==> config.mk <==
export PLATFORM = sky130hd
export DESIGN_NAME = mem_port_arbiter
export DESIGN_NICKNAME = d
export VERILOG_FILES = /design/src/rtl/mips_pkg.sv /design/src/rtl/arb_watchdog.sv /design/src/rtl/mem_port_arbiter.sv
export SDC_FILE = /design/constraint.sdc
export NUM_CORES = 1
export LEC_CHECK = 0
export ABC_AREA = 1
export CAP_MARGIN = 15
export CORE_MARGIN = 2
export CORE_UTILIZATION = 40
export CTS_CLUSTER_DIAMETER = 100
export DETAILED_ROUTE_END_ITERATION = 7
export HOLD_SLACK_MARGIN = 0.03
export PLACE_DENSITY = 0.82
export SLEW_MARGIN = 30
export SYNTH_ARGS = -nofsm -noshare
export SYNTH_HDL_FRONTEND = slang
export SYNTH_SLANG_ARGS = --single-unit
==> constraint.sdc <==
create_clock -name i_clk -period 5.33 [get_ports i_clk]
set_clock_uncertainty 0.2 [all_clocks]
set_input_delay 1.066 -clock i_clk [delete_from_list [all_inputs] [get_ports i_clk]]
set_output_delay 1.066 -clock i_clk [all_outputs]
set_load 0.01 [all_outputs]
==> run_1/power_grid.png <==
Pins as bars on the die edge. Tap cells in grey.
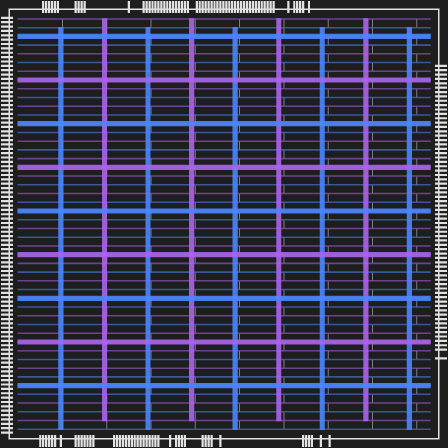
[purple] VDD
[blue] VSS
tap cells: 220
met4 straps: 9
met5 straps: 9
Die W: 133 um
CORE AREA: 16500 sq um
Die Span Y: 133 um

==> run_1/logic_types.png <==
The bar under the picture is 50 um long.
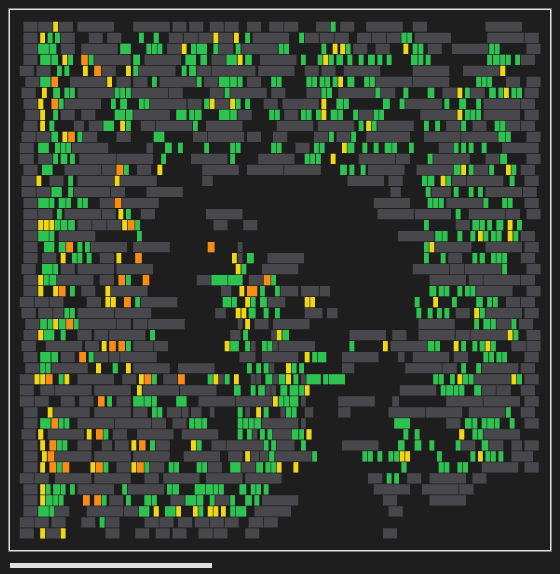
[green] NAND gates | cells: 485 | most used: nand2_1 | where: spread over the die
[yellow] inverters | cells: 120 | most used: inv_1 | where: spread over the die
[orange] inverting AOI/OAI gates | cells: 36 | most used: o21ai_0 | where: a vertical strip on the left
Top cell excl fill/tap: nand2_1
Comb/total area: 24.4%
Post-Layout Cell Count: 1341

==> run_1/placement_by_type.png <==
The bar under the picture is 50 um long.
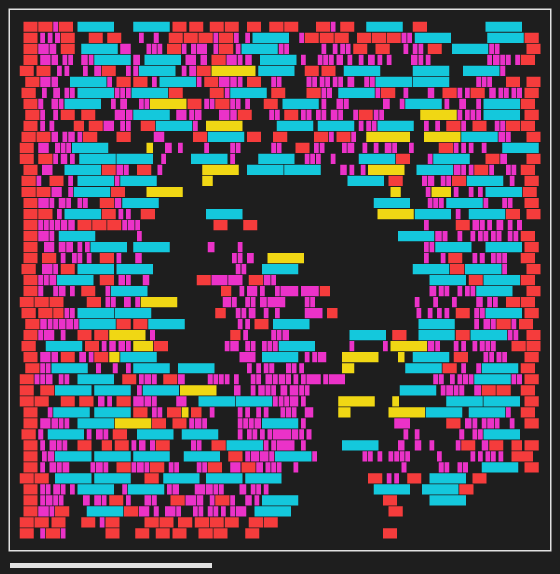
[yellow] clock drivers and dummy loads | cells: 30 | share of their area: 5.9%
[cyan] flops | cells: 141 | share of their area: 36%
[red] other buffers and delay cells | cells: 278 | share of their area: 28%
[magenta] combinational and other logic | cells: 671 | share of their area: 30%
number of cell rows: 47
final core utilization: 61.0%
Finished Cell Area: 10000 sq um
sequential cell area share: 35.1%

==> run_1/clk_routes.png <==
The bar under the picture is 50 um long.
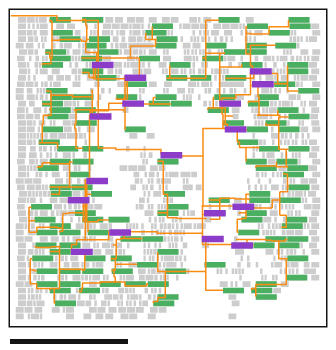
[green] flip-flops | count: 141
[orange] clock wires | length: 1740 um
[purple] clock drivers | count: 17
routed clock nets: 18
power dissipated in the clock network: 1.14 mW
clock latency on the worst-skew pair: 410 ps

==> run summary <==
On the backend side, the flow ran end to end.

IR analysis of the VDD net gives a maximum drop of between 0.2 and 0.3 mV. In the final routed layout, each cell accounts on average for roughly 15 um. In the Yosys report the total cell count is between 800 and 900. The most critical hold endpoint after final layout shows a slack of 262 ps.

The total power after layout stands at 5.55 mW. The flow measured a signed area growth from synthesis to layout of 50.0%. The total placed cells including tap cells stands at around 1300. The longest incremental delay of any stage on the critical path is reported as 630 ps. The hold violation total from the final report stands at 0. The cell sitting at the root of the clock tree is a clkbuf_16. The number of gates resized after CTS was 0. STA classifies the critical path startpoint as an input port. The layout summary lists the proportion of cells stronger than drive strength 1 as under 10%. The cell sequence reported for the critical path is clkdlybuf4s50_1 -> inv_1 -> nor2_1 -> clkdlybuf4s50_1. Counting instances, the worst hold path has a depth of 2. The post-route clock period utilization stands at 69.9%. In this run the worst hold path is classified as reg2reg. The final layout contains routed wiring with a total length of 19.5 mm. The timing report shows that the slowest cell on the worst path is clkdlybuf4s50_1. The share of synthesized area occupied by flip-flops and latches stands at 52.7%.

According to the report, the first pass of detailed routing completed in 4 iterations. The synthesized design contains 141 register bits. The logic depth of the worst register-to-register path stands at 10. The first global-routing pass estimated approximately 31 mm of wire.

Looking at the setup timing report, the critical path kind is in2out. The pin count of the biggest net entering global routing stands at between 100 and 150. The detailed-route DRC error count stands at 0. The number of global-route vias before repair was 6208. The number of primary I/O pins stands at 269. The total power divided by cell area stands at 553 nW/um^2. Global routing finished with a remaining overflow of 0. OpenROAD emitted warnings numbering 32. The initial antenna violation count stands at 1. According to the timing report, the data required time at the worst endpoint equals about 4100 ps.

The chip occupies 17800 sq um. After synthesis, the mean cell area works out to 7.82 sq um. Counting stages on the worst path, the most repeated cell is clkdlybuf4s50_1. The script extracted a total leakage power of 5.23 nW.

The arrival time at the worst endpoint stands at approximately 2500 ps. The final layout net count stands at 1249. The placement summary gives the final routability congestion estimate as 0.840. The final layout reports a setup TNS of 0 ps. Synthesis produced approximately 860 cells. The max-slew headroom at the worst pin stands at 42.8%. The tally of yosys warning messages stands at 0. For this run the detailed placement stage logged an HPWL of roughly 13 mm.

In this run the remaining antenna-violating nets after routing total 0. The tally of max-capacitance violations stands at 0. Detailed placement reports a standard cell area of 9460 sq um. The transition time recorded at the tightest slew-check pin is 856 ps.

Setup repair after global routing left no endpoint under its margin. The maximum clock frequency stands at 269 MHz. For the finished layout, the period the worst path requires is roughly 3700 ps. The number of failing setup endpoints in the final timing report stands at 0. Per the repair_timing log after CTS, setup buffers inserted total 0.

The internal reg-to-reg setup slack stands at 2500 ps. Per the TritonCTS log, the buffer count is 17. The distinct cell type count of the synthesized netlist stands at 22.

The initial utilization of the core area, before any placement, comes to 40.6%. The count of routing violations after the opening detailed-route iteration stands at ~330. The hold buffer count at CTS stands at 0. The number of nets produced by synthesis stands at ~1000. The overall routing resource usage stands at 22.4%. The CTS sink count stands at 141. The report shows a maximum critical-path fanout of 3. Per the detail_route report, the via count comes to about 6200. Looking at the clock tree report, the maximum root-to-sink buffer count equals 2. The script logs the ratio of routed vias to standard cells as 4.63.

In the synthesis report, Yosys lists the chip area as 6690 sq um. The total number of H-tree levels stands at 4. TritonCTS built the clock tree.

The worst setup path is captured at an output port. The total standard cell area after synthesis stands at 6690 sq um. Per the placement log, port buffering inserted around 270 buffers.

The flow ran to the end, and the final reports show no timing, DRC or antenna violations.
[run 1: routing by layer]
layer | routed length (um) | share of wire, % | global-route usage (%)
met5 | 0 | 0 | 0
met4 | 489 | 2.5 | 8.57
met3 | 1680 | 8.6 | 7.23
met2 | 9460 | 49 | 37.9
met1 | 7850 | 40 | 26.6
[run 1: kinds of logic after synthesis]
logic type | count (synthesis) | share of synthesized area, %
AOI/OAI and AO/OA | 36 | 2.73
buffers and inverters | 164 | 10.7
and+or+nand+nor | 509 | 32.7
DFF | 141 | 52.7
adders and majority gates | 6 | 1.12
[run 1: layout make-up]
class                      count  area, sq um
fill                        1429         6430
sequential                   141         3530
timing repair buffer         278         2760
multi-input combinational    551         2450
clock buffer                  19          453
inverter                     120          450
tap                          220          275
clock inverter                11          120
antenna                        1         2.50
[run 1: critical path: cells and delay by family]
kind          cells  cell delay, ps
buf+inv           3            1240
simple gates      1             150
[run 1: cell usage after synthesis (all sizes together)]
cell / instances / share of area [%]
nand2: 372 / 21
dfrtp: 141 / 53
inv: 120 / 6.7
nand3: 79 / 6.1
o21ai: 35 / 2.6
nand3b: 32 / 3.6
buf: 24 / 2.8
nor2: 23 / 1.5
clkbuf: 20 / 1.1
ha: 6 / 1.1
nand4: 2 / 0.19
o211ai: 1 / 0.11
or2: 1 / 0.094
[run 1: where the power goes]
group / switching [mW] / internal, mW
sequential: 0.265 / 1.53
clock: 0.437 / 0.705
combinational: 1.42 / 1.19
[run 1: cells in the final DEF (no fill, tap or decap), drive strengths merged]
| master | synthesis | layout |
|---|---|---|
| nand2 | 372 | 372 |
| clkdlybuf4s50 | 0 | 267 |
| dfrtp | 141 | 141 |
| inv | 120 | 120 |
| nand3 | 79 | 79 |
| o21ai | 35 | 35 |
| nand3b | 32 | 32 |
| nor2 | 23 | 23 |
| clkbuf | 20 | 19 |
| buf | 24 | 11 |
| ha | 6 | 6 |
| clkinv | 0 | 6 |
| clkinvlp | 0 | 3 |
| nand4 | 2 | 2 |
| bufinv | 0 | 2 |
| diode | 0 | 1 |
| o211ai | 1 | 1 |
| or2 | 1 | 1 |
[run 1: stage by stage]
step,util (%),worst slack [ps]
finish,61.0,1610
global route,61.0,1580
CTS,61.0,1700
detailed placement,57.5,1700
global placement,57.5,1710
floorplan,-,2770
Power is estimated from default activity; no workload was simulated.
